<file path="config.mk">
export PLATFORM = sky130hd
export DESIGN_NAME = alu_cmd_ctrl
export DESIGN_NICKNAME = d
export VERILOG_FILES = /design/src/rtl/alu_cmd_ctrl.sv
export SDC_FILE = /design/constraint.sdc
export NUM_CORES = 1
export LEC_CHECK = 0
export CORE_UTILIZATION = 40
export DETAILED_ROUTE_END_ITERATION = 8
export PLACE_DENSITY = 0.76
export SYNTH_ARGS = -nofsm -noshare
export SYNTH_HDL_FRONTEND = slang
export SYNTH_SLANG_ARGS = --single-unit
</file>
<file path="constraint.sdc">
create_clock -name CLK -period 2.2 [get_ports CLK]
set_input_delay 0.33 -clock CLK [delete_from_list [all_inputs] [get_ports CLK]]
set_output_delay 0.33 -clock CLK [all_outputs]
set_load 0.005 [all_outputs]
</file>
<file path="src/rtl/alu_cmd_ctrl.sv">
// Command-frame parser and result returner for the registered ALU: decodes CC/DD
// frames from the RX byte stream, issues one ALU op, sends the result LSB first.
module alu_cmd_ctrl #(
    parameter int                    DATA_WIDTH    = 8,
    parameter int                    FUN_WIDTH     = 4,
    parameter int                    TIMEOUT       = 4,
    parameter logic [DATA_WIDTH-1:0] CMD_ALU_OPER  = 8'hCC,
    parameter logic [DATA_WIDTH-1:0] CMD_ALU_NOPER = 8'hDD
) (
    input  logic                    CLK,
    input  logic                    RST,
    input  logic [DATA_WIDTH-1:0]   RX_P_DATA,
    input  logic                    RX_D_VLD,
    output logic [DATA_WIDTH-1:0]   ALU_A,
    output logic [DATA_WIDTH-1:0]   ALU_B,
    output logic [FUN_WIDTH-1:0]    ALU_FUN,
    output logic                    ALU_EN,
    output logic                    ALU_CLK_EN,
    input  logic [2*DATA_WIDTH-1:0] ALU_OUT,
    input  logic                    OUT_VALID,
    input  logic                    FIFO_FULL,
    output logic [DATA_WIDTH-1:0]   FIFO_WR_DATA,
    output logic                    FIFO_WR_INC,
    output logic                    CTRL_BUSY
);

    localparam int               CNT_W    = $clog2(TIMEOUT) + 1;
    localparam logic [CNT_W-1:0] CNT_LAST = CNT_W'(TIMEOUT - 1);

    typedef enum logic [2:0] {
        S_IDLE,
        S_GET_A,
        S_GET_B,
        S_GET_FUN,
        S_ISSUE,
        S_WAIT,
        S_SEND_LSB,
        S_SEND_MSB
    } state_t;

    state_t                  r_state;
    state_t                  w_next;
    logic [DATA_WIDTH-1:0]   r_alu_a;
    logic [DATA_WIDTH-1:0]   r_alu_b;
    logic [FUN_WIDTH-1:0]    r_alu_fun;
    logic [2*DATA_WIDTH-1:0] r_result;
    logic [CNT_W-1:0]        r_wait_cnt;

    logic w_ld_a;
    logic w_ld_b;
    logic w_ld_fun;
    logic w_capture;

    always_ff @(posedge CLK or negedge RST) begin
        if (!RST) begin
            r_state <= S_IDLE;
        end else begin
            r_state <= w_next;
        end
    end

    // Bytes arriving outside the receive states fall through the default hold.
    always_comb begin
        w_next       = r_state;
        w_ld_a       = 1'b0;
        w_ld_b       = 1'b0;
        w_ld_fun     = 1'b0;
        w_capture    = 1'b0;
        ALU_EN       = 1'b0;
        ALU_CLK_EN   = 1'b0;
        FIFO_WR_INC  = 1'b0;
        FIFO_WR_DATA = '0;
        case (r_state)
            S_IDLE: begin
                if (RX_D_VLD) begin
                    if (RX_P_DATA == CMD_ALU_OPER) begin
                        w_next = S_GET_A;
                    end else if (RX_P_DATA == CMD_ALU_NOPER) begin
                        w_next = S_GET_FUN;
                    end
                end
            end
            S_GET_A: begin
                if (RX_D_VLD) begin
                    w_ld_a = 1'b1;
                    w_next = S_GET_B;
                end
            end
            S_GET_B: begin
                if (RX_D_VLD) begin
                    w_ld_b = 1'b1;
                    w_next = S_GET_FUN;
                end
            end
            S_GET_FUN: begin
                if (RX_D_VLD) begin
                    w_ld_fun = 1'b1;
                    w_next   = S_ISSUE;
                end
            end
            S_ISSUE: begin
                ALU_EN     = 1'b1;
                ALU_CLK_EN = 1'b1;
                w_next     = S_WAIT;
            end
            S_WAIT: begin
                ALU_CLK_EN = 1'b1;
                // A missing OUT_VALID (compare false, unflagged op) still completes.
                if (OUT_VALID || (r_wait_cnt == CNT_LAST)) begin
                    w_capture = 1'b1;
                    w_next    = S_SEND_LSB;
                end
            end
            S_SEND_LSB: begin
                FIFO_WR_DATA = r_result[DATA_WIDTH-1:0];
                FIFO_WR_INC  = !FIFO_FULL;
                if (!FIFO_FULL) begin
                    w_next = S_SEND_MSB;
                end
            end
            S_SEND_MSB: begin
                FIFO_WR_DATA = r_result[2*DATA_WIDTH-1:DATA_WIDTH];
                FIFO_WR_INC  = !FIFO_FULL;
                if (!FIFO_FULL) begin
                    w_next = S_IDLE;
                end
            end
            default: begin
                w_next = S_IDLE;
            end
        endcase
    end

    always_ff @(posedge CLK or negedge RST) begin
        if (!RST) begin
            r_alu_a    <= '0;
            r_alu_b    <= '0;
            r_alu_fun  <= '0;
            r_result   <= '0;
            r_wait_cnt <= '0;
        end else begin
            if (w_ld_a) begin
                r_alu_a <= RX_P_DATA;
            end
            if (w_ld_b) begin
                r_alu_b <= RX_P_DATA;
            end
            if (w_ld_fun) begin
                r_alu_fun <= RX_P_DATA[FUN_WIDTH-1:0];
            end
            if (r_state == S_ISSUE) begin
                r_wait_cnt <= '0;
            end else if (r_state == S_WAIT) begin
                r_wait_cnt <= r_wait_cnt + 1'b1;
            end
            if (w_capture) begin
                r_result <= ALU_OUT;
            end
        end
    end

    assign ALU_A     = r_alu_a;
    assign ALU_B     = r_alu_b;
    assign ALU_FUN   = r_alu_fun;
    assign CTRL_BUSY = (r_state != S_IDLE);

endmodule

</file>
### Metal layers overlaid

Bar = 20 µm. Two of the layers only.
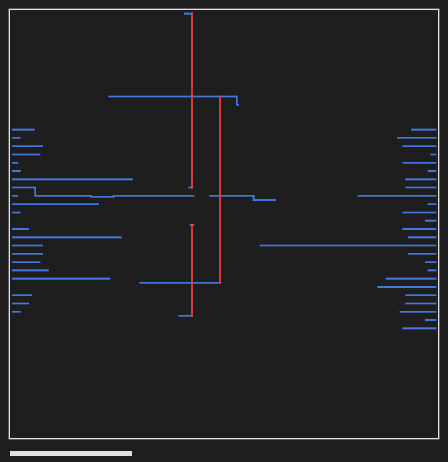
- red: M4 (wire length 74.1 µm)
- blue: M3 (wire length 334 µm)

### Gate families picked out

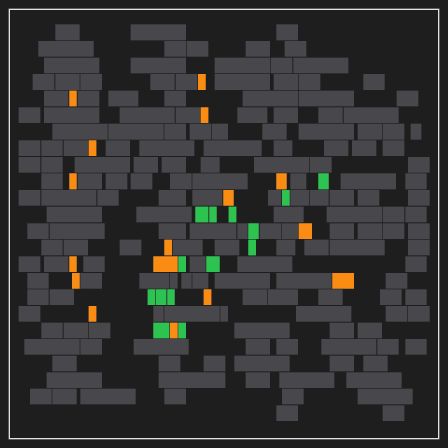
- orange: nor cells (cells 16; most used nor2_1)
- green: nand cells (cells 14; most used nand2_1; where centre)

==> Slide: Implementation Results <==
Implementation Results

Timing
  – Max Clk Rate: 476.6 MHz
  – Max Transition Viols Final: 0
  – Relative slew slack: 38.74%
  – Tcrit/Tclk final: 95.38%
  – Transition time of the tightest slew-check pin: 919.0 ps
  – Final Hold Vio Count: 0
  – Setup TNS Final: 0 ps
  – Final hold slack: 166.1 ps
  – Setup violations, final: 0
  – Tmin final: 2098 ps
  – Setup repair after global routing missed its margin: false
  – Clk_skew: about 8.6 ps

Die
  – Fp_density: roughly 42%
  – Die Span X: ~70 µm
  – Die Y: approximately 70 µm
  – IO Pins: 61
  – Die footprint: 4944 µm²
  – CORE AREA: 4414 µm²
  – # rows: 24

Critical path
  – Reg2reg start: r_wait_cnt[0]
  – CP max FO: 9
  – CP arrival: 1770 ps
  – Reg2reg setup slack: 110 ps
  – Crit-path slowest cell: clkdlybuf4s50_1
  – Worst r2r path cells: 6
  – Worst-path cell chain: buf_4 > mux2i_1 > nor2_1 > clkdlybuf4s50_1
  – Beginning of the critical path: r_state[0]
  – WP buf/inv: 2
  – Crit path DRT: 1870 ps
  – Worst reg2reg path endpoint: r_state[1]
  – Critical path startpoint category: flop
  – CP Class: reg2out
  – Worst path max stage delay: 550 ps
  – CP delay by family, top: buffers and inverters

Place
  – Port bufs: 60
  – Placement Setup Slack: 114.4 ps
  – Placed cells: around 250
  – DP HPWL: approximately 2900 µm
  – Final Wtd Congestion: 0.7341

Yosys
  – Synthesis Warnings: 0
  – Synth unique cells: 29
  – Synthesized Nets: 170
  – FF+latch count, synth: between 40 and 50
  – Dominant register cell: dfrtp_1
  – Synth Instances: 139
  – EDFF count, synth: 0
  – Synth Seq Share: 56.30%
  – Synth async-reset ratio: 100.0%
  – Mean Syn Cell Area: between 10 and 15 µm²

Clock network
  – Reg clk slew, reported paths: 80 ps
  – CTS tree: built
  – Clock Latency Late Sink: 290 ps
  – Setup bufs post-CTS: 0
  – Number of buffers created by CTS: 5
  – Clk sinks: 42
  – Hold_buf cts: 0
  – CTS HTree Levels: 2
  – Clock Tree Buf Depth: 2

Finish
  – FF+latch area: 1052 µm²
  – Non-Filler Instances: 256
  – Area grow syn2layout: 41.22%
  – Filler Cells Inserted: 330
  – # diodes: 0
  – Nets: 235
  – Share of layout cells above drive strength 1: 20.10%

Run
  – Tool Warnings: 26
  – Max Cap Violations: 0

Global route
  – Initial antenna violation count: 0
  – Largest net degree at the start of global routing: 43
  – Overflow after GRT: 0
  – Vias in the first global route: 1328
  – First-pass GRT wire length: 6465 µm
  – Tot GR Track Use: 16.92%

Pwr
  – PD cells: around 1300 nW/µm²
  – Leak Pwr: 1.123 nW
  – Worst IR Drop VDD: roughly 0.54 mV

Drt
  – Post-route ant nets: 0
  – DRC: 0
  – Vias: roughly 1300
  – DR iter-0 viols: 67
  – Routed length on met1: 1692 µm
  – Met2 routed wirelength: 1864 µm
  – WL final: 3964 µm
  – Highest routed layer: met4
  – Pre-antenna DRT Iters: 4
  – Routed WL per cell: about 15 µm
  – Vias/cell: 5.039

Min path
  – Worst hold path type: in2async

Outcome
  – Status: finished, final reports clean
### Cells coloured by class

Bar = 20 µm.
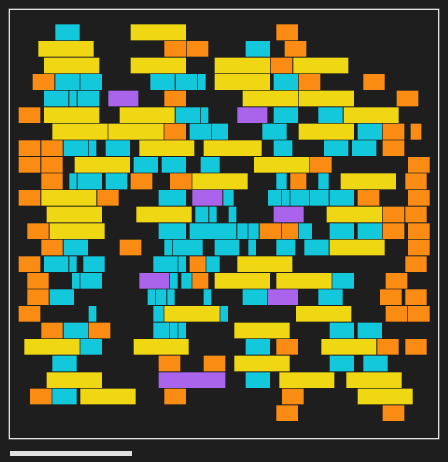
- cyan: remaining logic cells (cells 91)
- purple: clock drivers and dummy loads (cells 7)
- orange: remaining buffers and delay cells (cells 64)
- yellow: registers (cells 42)

### Register map, names as in the netlist

Bar = 20 µm. Other sequential cells in the stronger grey, the rest of the logic in the fainter grey.
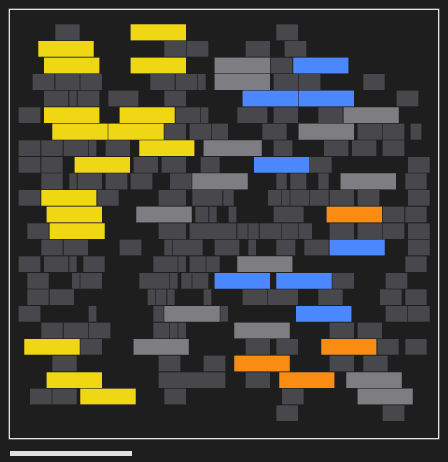
- blue: `ALU_A` (flops 8)
- yellow: `r_result` (flops 16)
- orange: `ALU_FUN` (flops 4; where lower right)
- not coloured: 14

## state kept, by name (all words and copies together) (netlist names)
register / flops
ALU_B: 8
r_wait_cnt: 3
ALU_A: 8
r_state: 3
ALU_FUN: 4
r_result: 16
## worst max path at each step
stage	endpoint	cells past startpoint
3_3_place_gp	r_state[1]	6
4_1_cts	FIFO_WR_DATA[2]	3
2_1_floorplan	r_state[1]	6
3_5_place_dp	r_state[1]	6
5_1_grt	FIFO_WR_DATA[7]	4
6_report	FIFO_WR_DATA[2]	4
## layout by cell type (no fill, tap or decap), drive strengths merged, types with 2 or more instances in the layout
cell type / count
and3b: 2
buf: 5
clkbuf: 6
nand3: 3
nor2: 12
mux2i: 8
inv: 2
nor3: 2
ha: 2
dfrtp: 42
mux2: 37
nand2: 9
o21ai: 3
clkdlybuf4s50: 59
## report_power, final
| group | switching (mW) | total [mW] | internal, mW |
|---|---|---|---|
| Sequential | 0.241 | 1.39 | 1.15 |
| Combinational | 0.490 | 1.41 | 0.917 |
| Clock | 0.257 | 0.620 | 0.363 |
| Total | 0.988 | 3.42 | 2.43 |
## stage by stage
stage / area, µm² / total power [mW] / util, %
4_1_cts: 2635 / 3.457 / 59.69
3_3_place_gp: 2520 / 2.747 / 57.09
2_1_floorplan: 1867 / 2.086 / -
5_1_grt: 2636 / 3.641 / 59.72
6_report: 2636 / 3.417 / 59.72
3_5_place_dp: 2520 / 2.827 / 57.09
## metal layers
| layer | track usage [%] | vias to the layer above |
|---|---|---|
| li1 | - | 618 |
| met1 | 21.09 | 610 |
| met2 | 27.09 | 55 |
| met3 | 6.349 | 7 |
| met4 | 5.333 | 0 |
| met5 | 0 | - |
## final cells by class
cell class	instances	area share, %
sequential	42	39.91
multi-input combinational	89	29.33
timing repair buffer	64	23.73
clock buffer	6	3.132
tap	52	2.468
clock inverter	1	1.139
inverter	2	0.2848
## synth_stat cells, types with 2 or more instances
library cell / n / area, µm²
and3b_1: 2 / 17.52
nand3_1: 3 / 15.01
mux2i_1: 8 / 80.08
nor2_1: 11 / 41.29
ha_1: 2 / 25.02
mux2_2: 23 / 259.0
mux2_1: 14 / 157.7
o21ai_0: 3 / 15.01
dfrtp_1: 42 / 1051
buf_2: 3 / 15.01
nor3_1: 2 / 10.01
nand2_1: 9 / 33.78
## kinds of logic (layout without fill, tap and decap cells)
kind of cell    count (synthesis)  in the layout  synth area share (%)
mux                            45             45                 26.61
compound gates                  7              7                 3.284
fa+ha+maj                       2              2                 1.340
buf+inv                         8             73                 2.412
xor+xnor                        1              1                0.4693
flops                          42             42                 56.30
simple gates                   34             34                 9.585
Power is estimated from default activity; no workload was simulated.
